run_1/congestion.png
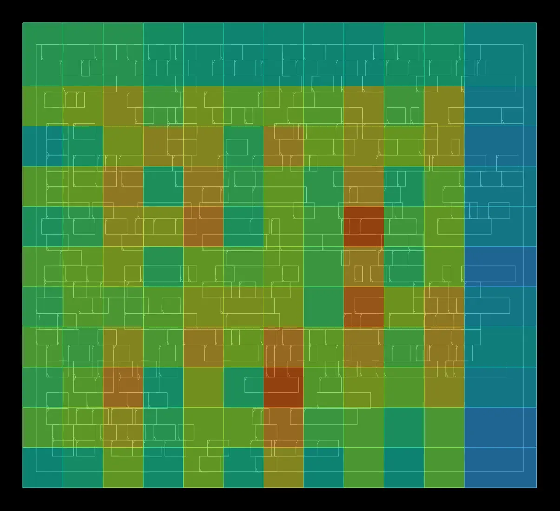
run_1/clk_routes.png
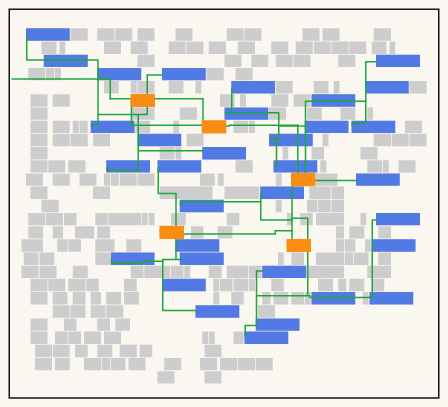
run_1/wires.png
Only two layers are drawn.
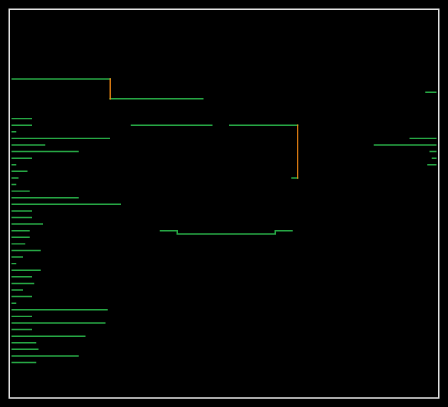
File: config.mk
export PLATFORM = sky130hd
export DESIGN_NAME = fetch_control_unit
export DESIGN_NICKNAME = d
export VERILOG_FILES = /design/src/rtl/fetch_control_unit.sv
export SDC_FILE = /design/constraint.sdc
export NUM_CORES = 1
export LEC_CHECK = 0
export CAP_MARGIN = 15
export CELL_PAD_IN_SITES_DETAIL_PLACEMENT = 0
export CELL_PAD_IN_SITES_GLOBAL_PLACEMENT = 1
export CORE_ASPECT_RATIO = 0.9
export CORE_MARGIN = 2
export CORE_UTILIZATION = 27
export CTS_CLUSTER_SIZE = 20
export DETAILED_ROUTE_END_ITERATION = 10
export GPL_ROUTABILITY_DRIVEN = 1
export PLACE_DENSITY_LB_ADDON = 0.1
export SLEW_MARGIN = 20
export SYNTH_ARGS = -nofsm -noshare
export SYNTH_HDL_FRONTEND = slang
export SYNTH_SLANG_ARGS = --single-unit
export TNS_END_PERCENT = 20
File: constraint.sdc
create_clock -name clk -period 1.8 [get_ports clk]
set_clock_uncertainty 0.2 [all_clocks]
set_input_delay 0.18 -clock clk [delete_from_list [all_inputs] [get_ports clk]]
set_output_delay 0.18 -clock clk [all_outputs]
set_load 0.01 [all_outputs]
File: src/rtl/fetch_control_unit.sv
`default_nettype none
// ============================================================================
// Module      : fetch_control_unit
// Description : Fetch sequencer for the 5-stage MIPS pipeline. Watches the
//               ID-stage instruction, EX-stage load/branch status and the
//               data-memory busy flag, and drives the program memory block's
//               stall, stall_pm, pc_mux_sel and jmp_loc inputs plus the
//               ID/EX squash strobes.
//               Optional feature macro: FETCH_PERF_CNT_EN adds saturating
//               stall_cycles / redirect_cnt performance counter ports.
// Revision    : 1.0 - initial release
// ============================================================================
module fetch_control_unit #(
  parameter int ADDR_W   = 16,
  parameter int INS_W    = 32,
  parameter int MAX_WAIT = 15
) (
  input  logic              clk,
  input  logic              reset,
  input  logic [INS_W-1:0]  ins_id,
  input  logic              ex_load,
  input  logic [4:0]        ex_rd,
  input  logic              br_taken,
  input  logic [ADDR_W-1:0] br_target,
  input  logic              mem_busy,
  output logic              stall,
  output logic              stall_pm,
  output logic              pc_mux_sel,
  output logic [ADDR_W-1:0] jmp_loc,
  output logic              flush_id,
  output logic              flush_ex,
  output logic              mem_timeout,
  output logic [2:0]        fsm_state
`ifdef FETCH_PERF_CNT_EN
  ,
  output logic [15:0]       stall_cycles,
  output logic [15:0]       redirect_cnt
`endif
);

  // State encoding is visible on fsm_state, so the values are fixed.
  typedef enum logic [2:0] {
    ST_RUN      = 3'd0,
    ST_LU_STALL = 3'd1,
    ST_MEM_WAIT = 3'd2,
    ST_REDIRECT = 3'd3,
    ST_FLUSH    = 3'd4
  } state_t;

  localparam logic [7:0] c_max_wait = 8'(MAX_WAIT);

  localparam logic [5:0] c_op_rtype = 6'b000000;
  localparam logic [5:0] c_op_beq   = 6'b000100;
  localparam logic [5:0] c_op_bne   = 6'b000101;
  localparam logic [5:0] c_op_sw    = 6'b101011;
  localparam logic [5:0] c_op_j     = 6'b000010;

  // Registered state and outputs
  state_t            r_state;
  logic [7:0]        r_wait_cnt;
  logic [ADDR_W-1:0] r_target;
  logic              r_br_flag;
  logic              r_stall;
  logic              r_pc_mux_sel;
  logic              r_flush_id;
  logic              r_flush_ex;
  logic              r_mem_timeout;

  // Decode of the ID-stage instruction
  logic [5:0]        w_op;
  logic [4:0]        w_rs;
  logic [4:0]        w_rt;
  logic              w_rt_used;
  logic              w_is_jump;
  logic              w_lu;
  logic [ADDR_W-1:0] w_jump_tgt;

  // Next-state / next-output values
  state_t            w_state_nxt;
  logic [7:0]        w_cnt_nxt;
  logic              w_timeout_set;
  logic [ADDR_W-1:0] w_target_nxt;
  logic              w_br_flag_nxt;
  logic              w_stall_nxt;
  logic              w_pc_mux_sel_nxt;
  logic              w_flush_id_nxt;
  logic              w_flush_ex_nxt;

  assign w_op       = ins_id[31:26];
  assign w_rs       = ins_id[25:21];
  assign w_rt       = ins_id[20:16];
  assign w_rt_used  = (w_op == c_op_rtype) || (w_op == c_op_beq) ||
                      (w_op == c_op_bne)   || (w_op == c_op_sw);
  assign w_is_jump  = (w_op == c_op_j);
  assign w_jump_tgt = ADDR_W'(ins_id[15:0]);

  // A load whose destination is read by the ID instruction needs one bubble.
  // Register 0 is hard-wired, so a load to r0 never creates a hazard.
  assign w_lu = ex_load && (ex_rd != 5'd0) &&
                ((ex_rd == w_rs) || (w_rt_used && (ex_rd == w_rt)));

  // Next-state selection and decode of the outputs for the next state
  always_comb begin
    w_state_nxt      = r_state;
    w_cnt_nxt        = '0;
    w_timeout_set    = 1'b0;
    w_target_nxt     = r_target;
    w_br_flag_nxt    = r_br_flag;
    w_stall_nxt      = 1'b0;
    w_pc_mux_sel_nxt = 1'b0;
    w_flush_id_nxt   = 1'b0;
    w_flush_ex_nxt   = 1'b0;

    case (r_state)
      ST_RUN: begin
        if (mem_busy) begin
          w_state_nxt = ST_MEM_WAIT;
        end else if (br_taken) begin
          w_state_nxt   = ST_REDIRECT;
          w_target_nxt  = br_target;
          w_br_flag_nxt = 1'b1;
        end else if (w_is_jump) begin
          w_state_nxt   = ST_REDIRECT;
          w_target_nxt  = w_jump_tgt;
          w_br_flag_nxt = 1'b0;
        end else if (w_lu) begin
          w_state_nxt = ST_LU_STALL;
        end
      end

      ST_LU_STALL: begin
        w_state_nxt = mem_busy ? ST_MEM_WAIT : ST_RUN;
      end

      // EX is frozen here, so branch/jump/load-use are re-presented later.
      ST_MEM_WAIT: begin
        if (!mem_busy) begin
          w_state_nxt = ST_RUN;
        end else if ((r_wait_cnt + 8'd1) == c_max_wait) begin
          w_state_nxt   = ST_RUN;
          w_timeout_set = 1'b1;
        end else begin
          w_cnt_nxt = r_wait_cnt + 8'd1;
        end
      end

      // The redirect always completes; a busy memory is handled in FLUSH.
      ST_REDIRECT: begin
        w_state_nxt = ST_FLUSH;
      end

      // Branch/jump seen here belong to the wrong path and are dropped.
      ST_FLUSH: begin
        w_state_nxt = mem_busy ? ST_MEM_WAIT : ST_RUN;
      end

      default: begin
        w_state_nxt = ST_RUN;
      end
    endcase

    case (w_state_nxt)
      ST_LU_STALL: begin
        w_stall_nxt    = 1'b1;
        w_flush_ex_nxt = 1'b1;
      end
      ST_MEM_WAIT: begin
        w_stall_nxt = 1'b1;
      end
      ST_REDIRECT: begin
        w_pc_mux_sel_nxt = 1'b1;
        w_flush_id_nxt   = 1'b1;
        w_flush_ex_nxt   = w_br_flag_nxt;
      end
      ST_FLUSH: begin
        w_flush_id_nxt = 1'b1;
      end
      default: begin
        w_stall_nxt = 1'b0;
      end
    endcase
  end

  // State, wait counter, redirect target and registered outputs
  always_ff @(posedge clk or negedge reset) begin
    if (!reset) begin
      r_state       <= ST_RUN;
      r_wait_cnt    <= '0;
      r_target      <= '0;
      r_br_flag     <= 1'b0;
      r_stall       <= 1'b0;
      r_pc_mux_sel  <= 1'b0;
      r_flush_id    <= 1'b0;
      r_flush_ex    <= 1'b0;
      r_mem_timeout <= 1'b0;
    end else begin
      r_state      <= w_state_nxt;
      r_wait_cnt   <= w_cnt_nxt;
      r_target     <= w_target_nxt;
      r_br_flag    <= w_br_flag_nxt;
      r_stall      <= w_stall_nxt;
      r_pc_mux_sel <= w_pc_mux_sel_nxt;
      r_flush_id   <= w_flush_id_nxt;
      r_flush_ex   <= w_flush_ex_nxt;
      if (w_timeout_set) begin
        r_mem_timeout <= 1'b1;
      end
    end
  end

  // jmp_loc is the latched target; it only changes on entry to REDIRECT.
  assign stall       = r_stall;
  assign stall_pm    = r_stall;
  assign pc_mux_sel  = r_pc_mux_sel;
  assign jmp_loc     = r_target;
  assign flush_id    = r_flush_id;
  assign flush_ex    = r_flush_ex;
  assign mem_timeout = r_mem_timeout;
  assign fsm_state   = r_state;

`ifdef FETCH_PERF_CNT_EN
  logic [15:0] r_stall_cycles;
  logic [15:0] r_redirect_cnt;

  // Saturating counts of stalled cycles and redirect entries
  always_ff @(posedge clk or negedge reset) begin
    if (!reset) begin
      r_stall_cycles <= '0;
      r_redirect_cnt <= '0;
    end else begin
      if (r_stall && (r_stall_cycles != 16'hFFFF)) begin
        r_stall_cycles <= r_stall_cycles + 16'd1;
      end
      if ((w_state_nxt == ST_REDIRECT) && (r_redirect_cnt != 16'hFFFF)) begin
        r_redirect_cnt <= r_redirect_cnt + 16'd1;
      end
    end
  end

  assign stall_cycles = r_stall_cycles;
  assign redirect_cnt = r_redirect_cnt;
`endif

endmodule
`default_nettype wire
==> impl_metrics.toml, run 1 <==
# yosys + openroad results
[logic_synthesis]
yosysChipArea_mm2 = 0.00173
synth_flops = 33
postSynthCellCount = 156
ys_top_logic_family = "simple AND/OR/NAND/NOR gates"
ys_warn_count = 0
xor_share_pct = 8.12
yosys.stat.seqShare_pct = 47.8

[worst_setup_path]
crit_type = "reg -> reg"
start_kind = "flip-flop"

[cells_and_area]
fin_cells = 352
comb_cells = 114
signal_buffers = 108
seqCellArea_um2 = 826
mostFrequentLayoutCells = "78 x clkdlybuf4s50_1, 33 x dfrtp_1, 27 x nor2_1"
inverters = 2
clk_share_pct = 3.93
drive_above_1_share_pct = 21.9
final_area_mm2 = 0.00296
ff_count = 33
lay_top_count = "clkdlybuf4s50_1"
dominant_cells = "buffers"
seq_share_pct = 27.9

[grt]
grt_pass1_wl_um = 6740
use_met2_pct = 18.9

[die]
dieArea_mm2 = 0.00705
n_tap_cell = 87
coreArea_mm2 = 0.00615
rows = 27

[cts]
cts_root_buf = "clkbuf_8"
post_cts_buffers = 0

[route]
initialDrtViolationCount = 44
highest_layer = "met4"
wirelength_met1_um = 1790

[status]
status = "complete, but fails checks"
failed_checks = "setup timing"

[sta]
worst_slack_ns = -0.154
final_max_slew_viol_count = 0
setup_violations = 7
tns_ns = -0.379

[place]
gp_congestion = 0.723
port_buffers = 82
hpwl_um = 3270

[power]
ir_worst_vdd_mv = 0.351
power.share.combinational_pct = 33.8
p_leak_nw = 1.26

[min_path]
min_path_type = "in -> async"
About congestion.png:
Layout Utilization: 48.1%
GRT Resource Usage Total: 12.3%

About clk_routes.png:
Blue marks flip-flops, count 33. Orange marks clock drivers, count 5. Green marks clock wires, length 488 µm.
There are 6 routed clock nets.
clock group total power: 0.721 mW
Late-Pin Clk Latency: 0.29 ns
Clock power frac: 28.5%

About wires.png:
Orange marks metal 4, wire length 15.0 µm. Green marks metal 3, wire length 363 µm.
DR WL/cell: 11.7 µm
DR vias: 1471
Total Wirelength: 4110 µm

-- run 1: synthesized netlist by cell type (2+ instances only) --
cell type,count,area [µm²]
or4_1,2,15.0
ha_1,2,25.0
buf_4,3,22.5
nor4_2,2,25.0
xor2_1,8,70.1
or2_2,2,12.5
buf_6,2,22.5
mux2i_1,16,160
nand2_1,4,15.0
dfrtp_1,33,826
nand4_1,2,12.5
a21oi_2,14,123
and3_1,2,12.5
a21oi_1,3,15.0
inv_1,2,7.51
nand3_1,5,25.0
o21a_1,2,15.0
xnor2_1,8,70.1
nor2_1,27,101
-- run 1: final timing paths --
path / startpoint / endpoint / slack, ns / depth (start not counted)
setup reg to reg: r_wait_cnt[0] / stall / -0.15 / 7
max in group asynchronous: reset / jmp_loc[8] / 1.00 / 2
setup / recovery: r_wait_cnt[0] / stall / -0.15 / 7
min in group clk: ins_id[30] / fsm_state[0] / 0.13 / 4
hold reg to reg: mem_timeout / mem_timeout / 0.28 / 1
hold / removal: reset / r_br_flag / 0.1 / 2
-- run 1: worst max-delay path, cell delays in order, from the launching register on --
cell       delay, ns
dfrtp_1         0.37
inv_1           0.06
ha_1            0.15
or4b_4          0.47
nor4_4          0.18
o22a_1          0.20
inv_1           0.06
a2bb2oi_2       0.15
-- run 1: power by group through the flow --
stage               logic, mW  registers [mW]  clock network [mW]
floorplan               0.278            1.04                   0
finish                  0.854           0.954               0.721
CTS                     0.873           0.957               0.754
global placement        0.867           0.965                   0
global route            0.934           0.976               0.788
detailed placement      0.868           0.970                   0
-- run 1: what timing repair did --
| action | 4_1_cts | 5_1_grt |
|---|---|---|
| endpoints found under the setup margin | 24 | 22 |
| resized | 9 | 1 |
| pin swaps | 3 | 1 |
| hold buffers | 0 | 0 |
run_1/io_placement.png
Pins as bars across the die edge, other pins in grey.
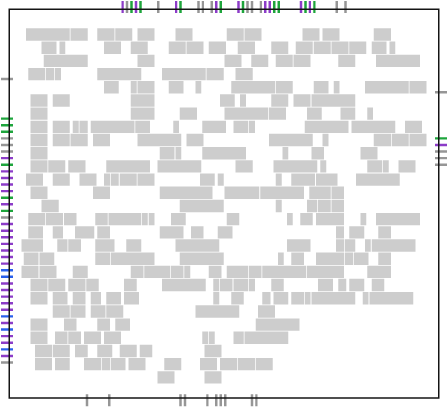

==> run 1 -> run 2 <==
SETUP_SLACK_MARGIN = 0.05   (was not set)
run_2/io_placement.png
Pins as bars across the die edge, other pins in grey.
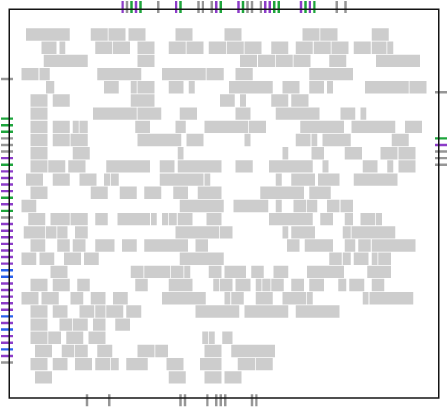
Purple marks ins_id, pins 32, direction input, edge 22 left, 9 top, 1 right. Blue marks ex_rd, pins 5, direction input, edge left. Green marks br_target, pins 16, direction input, edge 9 top, 6 left, 1 right.
All pins by edge: 39 left, 28 top, 10 bottom, 6 right.
die width: 88.3 µm
PortBufs: 82
die height: 79.9 µm

run_2/wires.png
Only two layers are drawn.
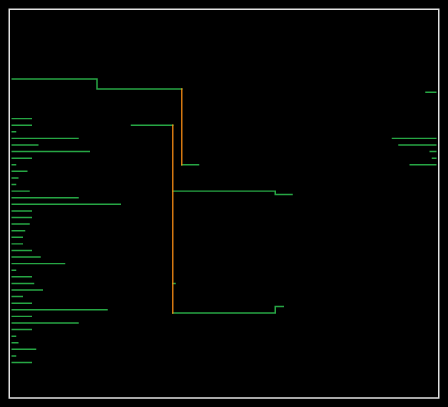
Green marks metal 3, wire length 328 µm. Orange marks metal 4, wire length 54.4 µm.
Total Wirelength: 4120 µm
GRT Resource Usage Total: 12.5%
DR vias: 1502
DR WL/cell: 11.7 µm

==> run 2 against run 1 <==
  * The run still ends with setup timing left
  * Clock power decreased by 15%
  * Critical path depth unchanged
  * First-iteration DRC count decreased by 11%
  * Count of clock-buffer cells in the layout unchanged
  * Non-clock buffer count increased by 1
  * Critical path type unchanged
  * Critical endpoint unchanged
  * Largest cell class unchanged
  * Largest power group unchanged
==> impl_metrics.toml, run 2 <==
# yosys + openroad results
[logic_synthesis]
yosys.stat.seqShare_pct = 47.8
ys_warn_count = 0
postSynthCellCount = 156

[route]
initialDrtViolationCount = 39

[worst_setup_path]
rr_startpoint = "r_wait_cnt[0]"
path_buffers = 2
cpMaxStageDelayCell = "or4b_4"
startpoint = "r_wait_cnt[0]"
endpoint = "stall"
slowest_delay_ns = 0.47
r2r_slack_ns = -0.16
crit_type = "reg -> reg"
rr_worst_depth = 7
crit_cells = 7
cp_cell_sequence = "inv_1 > ha_1 > or4b_4 > nor4_4 > o22a_1 > inv_1 > a2bb2oi_2"
path_delay_family = "simple AND/OR/NAND/NOR gates"

[die]
rows = 27
coreArea_mm2 = 0.00615
dieArea_mm2 = 0.00705

[grt]
grt_pass1_wl_um = 6700

[sta]
worst_slack_ns = -0.160
final_max_slew_viol_count = 0
setup_violations = 7

[min_path]
min_path_type = "in -> async"

[power]
p_clk_share_pct = 25.4
pg_comb_mw = 0.857
pg_seq_mw = 0.958
power_leader = "sequential cells"
power.share.combinational_pct = 35.2
p_clk_mw = 0.616

[status]
failed_checks = "setup timing"
status = "complete, but fails checks"

[cts]
cts_root_buf = "clkbuf_8"

[place]
gp_congestion = 0.722
hpwl_um = 3260

[cells_and_area]
lay_top_count = "clkdlybuf4s50_1"
final_core_util_pct = 48.1
drive_above_1_share_pct = 23.3
-- run 2: layout make-up --
type / count / area [µm²]
Fill cell: 600 / 3190
Timing Repair Buffer: 109 / 1040
Multi-Input combinational cell: 114 / 877
Sequential cell: 33 / 826
Tap cell: 87 / 109
Clock buffer: 7 / 96.3
Inverter: 2 / 7.51
Clock inverter: 1 / 5.00
-- run 2: stage by stage --
step	TNS (ns)	instances
6_report	-0.386	353
5_1_grt	-1.15	353
4_1_cts	-0.655	353
3_5_place_dp	-9.13	344
3_3_place_gp	-8.82	344
2_1_floorplan	-0.117	156
-- run 2: cells by family after synthesis --
kind of cell | synth area share [%]
simple gates | 15.4
xor+xnor | 8.12
compound gates | 14.4
flops | 47.8
fa+ha+maj | 1.45
mux | 9.28
buf+inv | 3.55
-- run 2: repair_timing --
item,CTS,global route
buffers inserted,1,0
gates cloned,0,0
hold buffers,0,0
pin swaps,4,2
hold endpoints to repair,0,0
setup endpoints to repair,26,16
resized,10,5
-- run 2: worst min-delay path by stage --
stage | slack [ns] | endpoint | cells after the start | start
floorplan | -0.32 | flush_ex | 0 | reset
global placement | 0.27 | mem_timeout | 1 | mem_timeout
detailed placement | 0.27 | mem_timeout | 1 | mem_timeout
CTS | 0.10 | flush_id | 2 | reset
global route | 0.12 | flush_id | 2 | reset
finish | 0.09 | mem_timeout | 2 | reset
-- run 2: per-layer routing --
layer | vias to the layer above | global-route usage (%) | share of wire, %
met5 | - | 0 | 0
met1 | 675 | 15.6 | 43
li1 | 771 | - | -
met2 | 50 | 18.9 | 48
met4 | 0 | 4.09 | 1.3
met3 | 6 | 5.79 | 8.0
Power is estimated from default activity; no workload was simulated.
